==> config.mk <==
export PLATFORM = sky130hd
export DESIGN_NAME = seq_detect_arbiter
export DESIGN_NICKNAME = d
export VERILOG_FILES = /design/src/rtl/seq_detect_pkg.sv /design/src/rtl/seq_detect_core.sv /design/src/rtl/seq_detect_arbiter.sv
export SDC_FILE = /design/constraint.sdc
export NUM_CORES = 1
export LEC_CHECK = 0
export CELL_PAD_IN_SITES_DETAIL_PLACEMENT = 1
export CELL_PAD_IN_SITES_GLOBAL_PLACEMENT = 1
export CORE_ASPECT_RATIO = 1.75
export CORE_MARGIN = 5
export CORE_UTILIZATION = 26
export DETAILED_ROUTE_END_ITERATION = 10
export GPL_ROUTABILITY_DRIVEN = 1
export PLACE_DENSITY = 0.76
export RECOVER_POWER = 50
export SKIP_LAST_GASP = 1
export SYNTH_ARGS = -nofsm -noshare
export SYNTH_HDL_FRONTEND = slang
export SYNTH_SLANG_ARGS = --single-unit
export TNS_END_PERCENT = 50
==> constraint.sdc <==
create_clock -name clk -period 3.2 [get_ports clk]
set_clock_uncertainty 0.2 [all_clocks]
set_input_delay 0.48 -clock clk [delete_from_list [all_inputs] [get_ports clk]]
set_output_delay 0.48 -clock clk [all_outputs]
set_load 0.02 [all_outputs]
==> src/rtl/seq_detect_pkg.sv <==
// Shared types for the multi-channel "1010" detector: detector state encoding
// and the channel-index width helper.
package seq_detect_pkg;

    typedef enum logic [1:0] {
        S0 = 2'b00,
        S1 = 2'b01,
        S2 = 2'b10,
        S3 = 2'b11
    } state_t;

    // A one-bit index is kept even when only one channel would exist.
    function automatic int ch_width(input int n);
        return (n <= 2) ? 1 : $clog2(n);
    endfunction

endpackage

==> src/rtl/seq_detect_core.sv <==
// Combinational next-state/output logic of an overlapping "1010" Mealy detector.
// Shared by all channels; the caller muxes in the granted channel's state.
module seq_detect_core
    import seq_detect_pkg::*;
(
    input  logic       x,
    input  logic [1:0] ps,
    output logic [1:0] ns,
    output logic       z
);

    always_comb begin
        ns = S0;
        z  = 1'b0;
        case (state_t'(ps))
            S0: ns = x ? S1 : S0;
            S1: ns = x ? S1 : S2;
            S2: ns = x ? S3 : S0;
            S3: begin
                ns = x ? S1 : S2;
                z  = ~x;
            end
            default: ns = S0;
        endcase
    end

endmodule

==> src/rtl/seq_detect_arbiter.sv <==
// Round-robin time-shares one "1010" detector core among NCH serial channels,
// keeping a stored detector state per channel and a registered match report.
module seq_detect_arbiter
    import seq_detect_pkg::*;
#(
    parameter  int NCH = 4,
    localparam int CW  = ch_width(NCH)
) (
    input  logic             clk,
    input  logic             reset,
    input  logic [NCH-1:0]   req,
    input  logic [NCH-1:0]   bit_in,
    input  logic [NCH-1:0]   clear,
    output logic [NCH-1:0]   gnt,
    output logic             match_valid,
    output logic [CW-1:0]    match_ch,
    output logic [2*NCH-1:0] state_o
);

    state_t         state_reg  [NCH];
    state_t         state_next [NCH];
    logic [CW-1:0]  ptr_reg;
    logic           match_valid_reg;
    logic [CW-1:0]  match_ch_reg;

    logic [NCH-1:0] elig;
    logic [CW-1:0]  cand;
    logic [CW-1:0]  gnt_idx;
    logic           gnt_any;
    logic [1:0]     core_ps;
    logic [1:0]     core_ns;
    logic           core_z;

    // A channel being cleared must not consume its bit this cycle.
    assign elig = req & ~clear;

    // Scan from ptr+1 around the ring; the first eligible channel wins.
    always_comb begin
        gnt_any = 1'b0;
        gnt_idx = '0;
        cand    = '0;
        for (int k = 1; k <= NCH; k++) begin
            cand = CW'((int'(ptr_reg) + k) % NCH);
            if (!gnt_any && elig[cand]) begin
                gnt_any = 1'b1;
                gnt_idx = cand;
            end
        end
    end

    always_comb begin
        gnt = '0;
        if (gnt_any) begin
            gnt[gnt_idx] = 1'b1;
        end
    end

    assign core_ps = state_reg[gnt_idx];

    seq_detect_core u_core (
        .x  (bit_in[gnt_idx]),
        .ps (core_ps),
        .ns (core_ns),
        .z  (core_z)
    );

    for (genvar gi = 0; gi < NCH; gi++) begin : g_ch
        assign state_next[gi] = clear[gi] ? S0 :
                                gnt[gi]   ? state_t'(core_ns) :
                                            state_reg[gi];
        assign state_o[2*gi +: 2] = state_reg[gi];
    end

    always_ff @(posedge clk or posedge reset) begin
        if (reset) begin
            for (int i = 0; i < NCH; i++) begin
                state_reg[i] <= S0;
            end
        end else begin
            state_reg <= state_next;
        end
    end

    // ptr resets to the last channel so channel 0 is searched first.
    always_ff @(posedge clk or posedge reset) begin
        if (reset) begin
            ptr_reg         <= CW'(NCH - 1);
            match_valid_reg <= 1'b0;
            match_ch_reg    <= '0;
        end else if (gnt_any) begin
            ptr_reg         <= gnt_idx;
            match_valid_reg <= core_z;
            match_ch_reg    <= gnt_idx;
        end else begin
            match_valid_reg <= 1'b0;
        end
    end

    assign match_valid = match_valid_reg;
    assign match_ch    = match_ch_reg;

endmodule

PDN straps and rails:
Scale bar: 20 um. Pins as bars on the die edge.
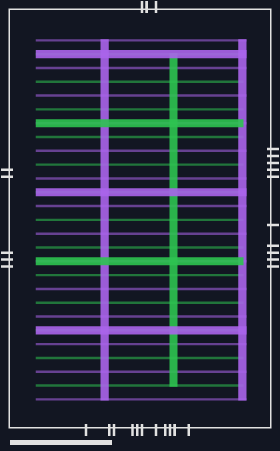
- VSS: purple
- VDD: green
- signal pins: 29
- rows: 26
vertical extent of the die: 82.1 um
Die Width: 51.2 um
floorplan core area: 0.00290 mm2
peak ir drop on the vdd network: 0.368 mV

Cell classes on the final placement:
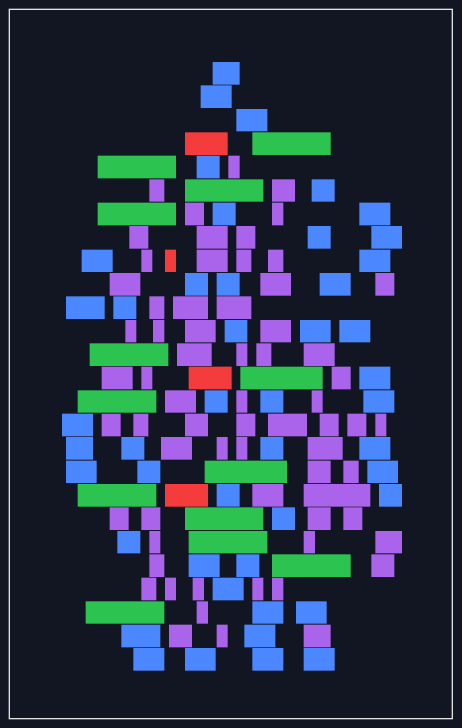
- registers: green (cells 13)
- clock drivers and dummy loads: red (cells 4)
- remaining logic cells: purple (cells 66)
- remaining buffers and delay cells: blue (cells 46)
proportion of cell area occupied by registers: 25.8%
Final Core Density: 43.9%

Clock wires, drivers and flops:
Scale bar: 20 um.
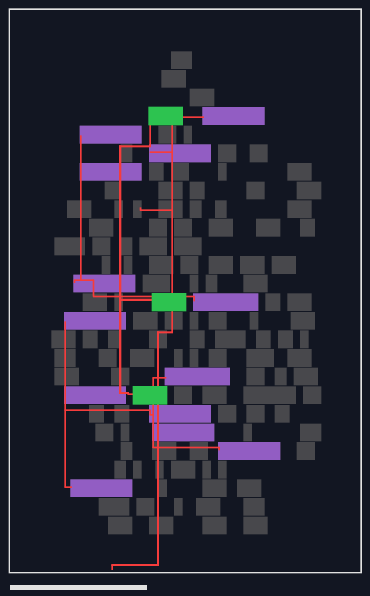
- clock wires: red (length 247 um)
- clock-net drivers: green (count 3)
- flip-flops: purple (count 13)
- routed clock nets: 4
clock group power: 0.152 mW
Latency at later pin: 0.25 ns
share of total power in the clock network: 16.9%

==> results_dict.tcl <==
# metrics dict for downstream scripts
set metrics [dict create \
    detail_route.vias_per_cell 5.02 \
    fin_crit_ns 3.06 \
    report.final.slew_viol_count 0 \
    areaGrowthSynthToFinish_pct 64.6 \
    die-area_mm2 0.00421 \
    hold_buffers 0 \
    antenna_found_initial 0 \
    fp-row-count 26 \
    grt_setup_unrepaired "false" \
    postSynthAreaPerCell_um2 9.55 \
    max_clock_freq_mhz 327 \
    top_cells_by_count_synth "11 x dfrtp_1, 11 x nand2_1, 9 x mux2i_1" \
    max_cap_viol_count 0 \
    setup-violations-final 0 \
    dp_slack_ns -0.241 \
    place.port_buffers 28 \
    num_io_pins 29 \
    drt_iter0_markers 8 \
    async_flop_share_pct 100 \
    power_mw 0.897 \
    synth-edff-count 0 \
    worst_setup_path_category "primary input to output port" \
    remaining_drc_errors 0 \
    run_status "finished, final reports clean" \
    drt_pre_antenna_iters 4 \
    crit_required_ns 2.52 \
    yosys-stat-cells 81 \
    hold_viol 0 \
]
Metal layers overlaid:
Scale bar: 20 um.
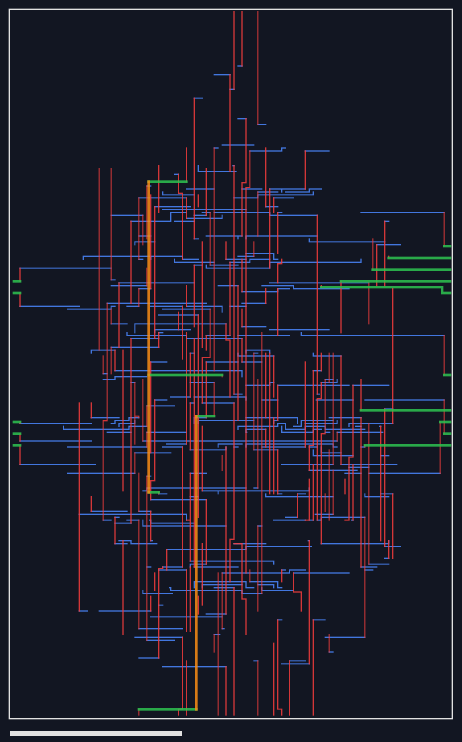
- M3: green (wire length 94.1 um)
- M4: orange (wire length 70.0 um)
- M1: blue (wire length 1010 um)
- M2: red (wire length 1420 um)
Vias: 788
drt total wl: 2.59 mm

Clock routing:
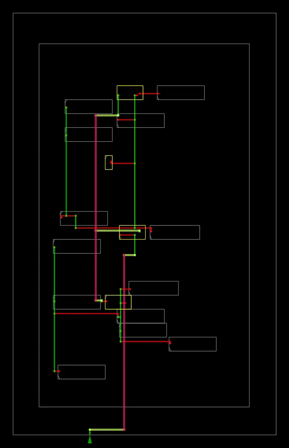
flop count: 13
TritonCTS buffer count: 3
clock sink count: 13
tally of clock buffers in the finished layout: 4

==> per-layer routing <==
metal  share of wire, %  vias up  routed length, um  global-route usage (%)
met5                  0        -                  0                       0
met4                2.7        0                 70                    8.66
met3                3.6        5                 94                    1.80
met2                 55       20               1420                    26.4
met1                 39      381               1010                    13.8
li1                   -      382                  -                       -
==> logic make-up after synthesis <==
logic type / synth area share [%]
AND-OR/OR-AND: 12.1
buffers and inverters: 4.69
multiplexers: 14.6
flip-flops: 42.4
AND/OR/NAND/NOR: 26.2
==> placed cells by master (no fill, tap or decap), drive strengths merged, types with 3 or more instances in the layout <==
master         netlist  final
dlygate4sd3          0      7
clkbuf               0      4
buf                  2     18
dfrtp               11     11
clkdlybuf4s50        0     17
a21oi                3      3
a31oi                5      5
inv                  7      7
nand2b               5      5
nand2               11     11
nand3                3      3
mux2i                9      9
nor2b                3      3
==> worst paths after layout <==
path,startpoint,endpoint,slack (ns),cells past startpoint
worst max-delay path,req[0],gnt[2],0.14,9
max in group asynchronous,reset,ptr_reg[0]$_DFFE_PP1P_,1.92,2
worst min-delay path,match_ch[1]$_DFFE_PP0P_,match_ch[1]$_DFFE_PP0P_,0.28,2
worst min register to register,match_ch[1]$_DFFE_PP0P_,match_ch[1]$_DFFE_PP0P_,0.28,2
min in group asynchronous,reset,state_o[0]$_DFFE_PP0P_,0.51,2
worst max register to register,ptr_reg[0]$_DFFE_PP1P_,state_o[3]$_DFFE_PP0P_,0.49,9
==> critical path, cell delays in order <==
cell and delay, ns:
clkdlybuf4s50_1 0.46, nor2b_2 0.20, nor3b_1 0.08, buf_4 0.14
nor4_4 0.28, buf_4 0.21, nand2_1 0.11, inv_1 0.09
dlygate4sd2_1 0.33
==> area by class of cell <==
cell class / count / area, um2 / area share [%]
Multi-Input combinational cell: 59 / 420 / 33.0
Timing Repair Buffer: 46 / 418 / 32.8
Sequential cell: 13 / 328 / 25.8
Clock buffer: 4 / 45.0 / 3.54
Tap cell: 28 / 35.0 / 2.75
Inverter: 7 / 26.3 / 2.06
==> repair_timing <==
action,CTS,global route
setup endpoints to repair,4,7
gates resized,3,4
endpoints found under the hold margin,0,0
pin swaps,0,0
==> power breakdown <==
| group | internal [mW] | switching, mW | total (mW) |
|---|---|---|---|
| clock network | 0.0883 | 0.0637 | 0.152 |
| logic | 0.238 | 0.229 | 0.467 |
| registers | 0.226 | 0.0516 | 0.278 |
| total | 0.553 | 0.344 | 0.897 |
==> metrics by stage <==
stage          cell area, um2  hold WS (ns)
5_1_grt                  1270         0.302
2_1_floorplan             773         0.156
3_3_place_gp             1210         0.261
4_1_cts                  1260         0.286
3_5_place_dp             1210         0.273
6_report                 1270         0.277
No activity file was given, so power comes from the tool's default toggle rates.
